`config.mk`:
```
export PLATFORM = sky130hd
export DESIGN_NAME = stdp_weight_readout
export DESIGN_NICKNAME = d
export VERILOG_FILES = /design/src/rtl/stdp_weight_readout.sv
export SDC_FILE = /design/constraint.sdc
export NUM_CORES = 1
export LEC_CHECK = 0
export ABC_AREA = 1
export CAP_MARGIN = 20
export CORE_AREA = 4 4 103 105
export CTS_CLUSTER_DIAMETER = 120
export DETAILED_ROUTE_END_ITERATION = 8
export DIE_AREA = 0 0 107 109
export MAX_ROUTING_LAYER = met4
export PLACE_DENSITY = 0.84
export SKIP_CTS_REPAIR_TIMING = 1
export SYNTH_ARGS = -nofsm -noshare
export SYNTH_HDL_FRONTEND = slang
export SYNTH_SLANG_ARGS = --single-unit
```
`constraint.sdc`:
```
create_clock -name clk -period 1.85 [get_ports clk]
set_input_delay 0.185 -clock clk [delete_from_list [all_inputs] [get_ports clk]]
set_output_delay 0.185 -clock clk [all_outputs]
set_load 0.005 [all_outputs]
```
`src/rtl/stdp_weight_readout.sv`:
```
// stdp_weight_readout: freezes the STDP engine and streams a snapshot of the weight RAM over valid/ready
module stdp_weight_readout #(
  parameter int DATA_WIDTH = 18,
  parameter int ADDR_WIDTH = 4,
  parameter int NUM_WORDS  = 16,
  parameter int FIFO_DEPTH = 4
) (
  input  logic                  clk,
  input  logic                  rst,
  input  logic                  start,
  input  logic                  engine_idle,
  output logic                  freeze,
  output logic                  busy,
  output logic                  done,
  output logic                  ram_rd_en,
  output logic [ADDR_WIDTH-1:0] ram_rd_addr,
  input  logic [DATA_WIDTH-1:0] ram_rd_data,
  output logic                  m_valid,
  input  logic                  m_ready,
  output logic [DATA_WIDTH-1:0] m_data,
  output logic [ADDR_WIDTH-1:0] m_index,
  output logic                  m_last
);
  localparam int PW = $clog2(FIFO_DEPTH);
  localparam int CW = $clog2(FIFO_DEPTH + 1);
  typedef enum logic [2:0] {IDLE, WAIT_IDLE, FILL, DRAIN, DONE_S} state_t;
  state_t state, state_nxt;
  logic rd_pending;
  logic [ADDR_WIDTH-1:0] pend_idx;
  logic [DATA_WIDTH+ADDR_WIDTH-1:0] mem [FIFO_DEPTH];
  logic [PW-1:0] wr_ptr, rd_ptr;
  logic [CW-1:0] count;
  logic hs, last_addr;
  assign hs        = m_valid & m_ready;
  assign last_addr = ram_rd_addr == ADDR_WIDTH'(NUM_WORDS - 1);
  assign ram_rd_en = (state == FILL) && ((int'(count) + int'(rd_pending)) < FIFO_DEPTH);
  assign freeze    = state != IDLE;
  assign busy      = state != IDLE;
  assign done      = state == DONE_S;
  assign m_valid   = count != '0;
  assign {m_data, m_index} = mem[rd_ptr];
  assign m_last    = m_valid && (m_index == ADDR_WIDTH'(NUM_WORDS - 1));
  // snapshot sequencing: wait for the engine, fill, drain to the last beat, pulse done
  always_comb begin
    state_nxt = state;
    unique case (state)
      IDLE:      state_nxt = start ? WAIT_IDLE : IDLE;
      WAIT_IDLE: state_nxt = engine_idle ? FILL : WAIT_IDLE;
      FILL:      state_nxt = (ram_rd_en && last_addr) ? DRAIN : FILL;
      DRAIN:     state_nxt = (hs && m_last) ? DONE_S : DRAIN;
      DONE_S:    state_nxt = IDLE;
    endcase
  end
  // state register
  always_ff @(posedge clk or negedge rst) begin
    if (!rst) state <= IDLE;
    else state <= state_nxt;
  end
  // read address: restarts from 0 for every snapshot and parks on the last word
  always_ff @(posedge clk or negedge rst) begin
    if (!rst) ram_rd_addr <= '0;
    else if (state == IDLE) ram_rd_addr <= '0;
    else if (ram_rd_en && !last_addr) ram_rd_addr <= ram_rd_addr + 1'b1;
  end
  // skid FIFO: captures read data one cycle after each strobe, pops on handshake
  always_ff @(posedge clk or negedge rst) begin
    if (!rst) begin
      rd_pending <= 1'b0;
      pend_idx   <= '0;
      wr_ptr     <= '0;
      rd_ptr     <= '0;
      count      <= '0;
      for (int i = 0; i < FIFO_DEPTH; i++) mem[i] <= '0;
    end else begin
      rd_pending <= ram_rd_en;
      pend_idx   <= ram_rd_addr;
      if (rd_pending) begin
        mem[wr_ptr] <= {ram_rd_data, pend_idx};
        wr_ptr      <= (wr_ptr == PW'(FIFO_DEPTH - 1)) ? '0 : wr_ptr + 1'b1;
      end
      if (hs) rd_ptr <= (rd_ptr == PW'(FIFO_DEPTH - 1)) ? '0 : rd_ptr + 1'b1;
      count <= count + CW'(rd_pending) - CW'(hs);
    end
  end
endmodule

```
==> impl_metrics.csv <==
group,metric,value,unit
final_timing,period_used_share,114,%
placed_design,place_hpwl,7.16,mm
synth,syn-cell-area,0.00475,sq mm
synth,ys_top_cells_by_count,"129 x nand2_1, 124 x o21ai_0, 107 x dfrtp_1, 51 x nor2_1, 36 x inv_1",
status,failed_checks,"setup timing",
synth,synthDistinctLibCells,29,
synth,synthCells,549,
pwr,p_leak,0.00295,uW
route,detail_route.first_pass.iterations,5,
setup_path,crit_arrival,1930,ps
die,chip_area,0.0117,sq mm
die,die_x,107,um
final_timing,rsz0062_at_grt,"true",
synth,ys_ff,107,
synth,ys_area,0.00475,sq mm
placed_design,place_inst,732,
run,maxCapViolCount,0,
grt,grt_pass1_wl,18.3,mm
grt,grt_overflow,0,
pwr,pwr_density_cell,1720,mW/mm^2
route,route.antenna.remaining_nets,0,
layout,area_growth,24.7,%
clock_tree,clk_path_buf_depth,2,
clock_tree,cts_made_buffers,9,
clock_tree,clock_sinks,107,
layout,fin_util,61.5,%
status,status,"finished with violations",
final_timing,fmax,474,MHz
synth,synth_area_per_cell,8.66,sq um
layout,nNetsFinal,652,
setup_path,crit_required,1660,ps
final_timing,hold_viol_final,0,
route,drcViolationCount,0,
route,wire_per_inst,14.5,um
synth,yosys.stat.seqShare,56.3,%
final_timing,tns,-1140,ps
min_path,hold_class,"in2async",
die,row_count,36,
layout,design_area,0.00593,sq mm
grt,grt_start_max_net_pins,45,
die,die_h,109,um
setup_path,critPathCaptureType,"output port",
route,vias,3995,
synth,synth-edff-count,0,
clock_tree,cts_root_buf,"clkbuf_8",
setup_path,start_kind,"flop",
route,drtIter0Drc,296,
layout,stdcell_count,757,
setup_path,cp_max_fo,5,
synth,flop_cell,"dfrtp_1",
pwr,ir_drop,619,uV
layout,mi_logic_area,0.00180,sq mm
placed_design,pre_cts_ws,-54.4,ps
layout,diodes,0,
setup_path,crit_start,"rd_ptr[0]",
clock_tree,h-tree-depth,3,
final_timing,skew,7.07,ps
final_timing,fin_ws,-261,ps
synth,synth.top_cell.area_share,56.3,%
grt,antenna_found_initial,0,
final_timing,slew_violations,0,
route,drt_wl_total,11.0,mm
layout,drive_gt1_share,12.3,%
final_timing,setup_violations,5,
setup_path,r2r_start,"count[0]",
synth,async_flop_share,100,%
==> layout make-up <==
| class | count | area share (%) |
|---|---|---|
| flip-flops and latches | 107 | 45.2 |
| multi-input cells | 370 | 30.4 |
| repair buffers | 90 | 15.3 |
| well taps | 133 | 2.81 |
| inverters | 41 | 2.76 |
| clock buffers | 9 | 2.09 |
| clock inverters | 7 | 1.37 |
==> through the flow <==
| stage | power, uW | hold WS, ps |
|---|---|---|
| floorplan | 6520 | -111 |
| global placement | 8340 | 177 |
| detailed placement | 8580 | 183 |
| CTS | 10100 | -233 |
| global route | 11100 | 338 |
| finish | 10200 | 296 |
==> worst max-delay path, stage by stage (launching register included) <==
cell and delay, ps:
dfrtp_2 460, buf_4 160, nand2_1 50, nand3_1 80, nand2_1 110, buf_4 160, inv_1 50, clkdlybuf4s50_1 490
==> cells in the final DEF, fill, tap and decap left out, types with 4 or more instances in the layout <==
cell type / n
dfrtp_1: 105
nor2_1: 47
o22ai_1: 17
buf_4: 30
clkdlybuf4s50_1: 31
clkbuf_8: 9
clkinv_4: 4
o21ai_0: 116
ha_1: 9
buf_12: 5
inv_1: 36
o21ai_1: 10
nand2_1: 129
nand3_1: 20
dlymetal6s2s_1: 17
nor2_2: 4
==> metal layers <==
metal | track usage [%] | wire, um
met2 | 33.3 | 5400
met5 | - | 0
met3 | 4.91 | 652
met1 | 25.3 | 4810
met4 | 4.47 | 102
==> worst paths after layout <==
| check | slack [ps] | cells after the start | end |
|---|---|---|---|
| worst max register to register | 120 | 8 | count[1] |
| worst min register to register | 490 | 2 | mem[38] |
| max in group asynchronous | 940 | 3 | wr_ptr[0] |
| worst max-delay path | -260 | 7 | m_index[3] |
| worst min-delay path | 300 | 2 | mem[8] |
| min in group clk | 390 | 3 | state[0] |
==> logic make-up after synthesis <==
kind of cell               synth area share, %
adders and majority gates                 2.79
AOI/OAI and AO/OA                         16.0
DFF                                       56.3
and+or+nand+nor                           18.0
xor gates and xnor gates                 0.553
buffers and inverters                     6.40
==> power by group <==
part           total (uW)  switching (uW)  internal (uW)
Clock                1470             826            645
Sequential           4070             664           3410
Combinational        4660            2420           2240
Total               10200            3910           6300
==> state kept, by name, summed over array words and instances (netlist names) <==
| name | count |
|---|---|
| count | 3 |
| rd_pending | 1 |
| rd_ptr | 2 |
| wr_ptr | 2 |
| pend_idx | 4 |
| state | 3 |
| ram_rd_addr | 4 |
| mem | 88 |
### Routed metal, one color a layer

(3 px per um)
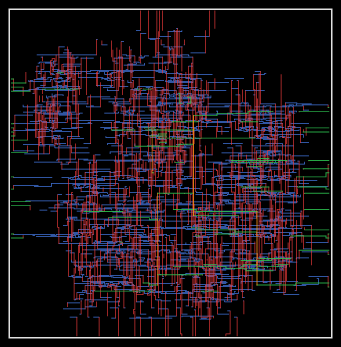
layer	color	wire length
metal 3	green	653 um
metal 2	red	5,400 um
metal 4	orange	103 um
metal 1	blue	4,810 um

### Clock distribution

(2 px per um)
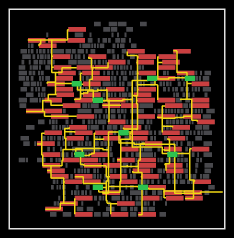
[flip-flops] red | count: 107
[clock drivers] green | count: 9
[clock wires] yellow | length: 1,140 um
routed clock nets	10

Power is estimated from default activity; no workload was simulated.
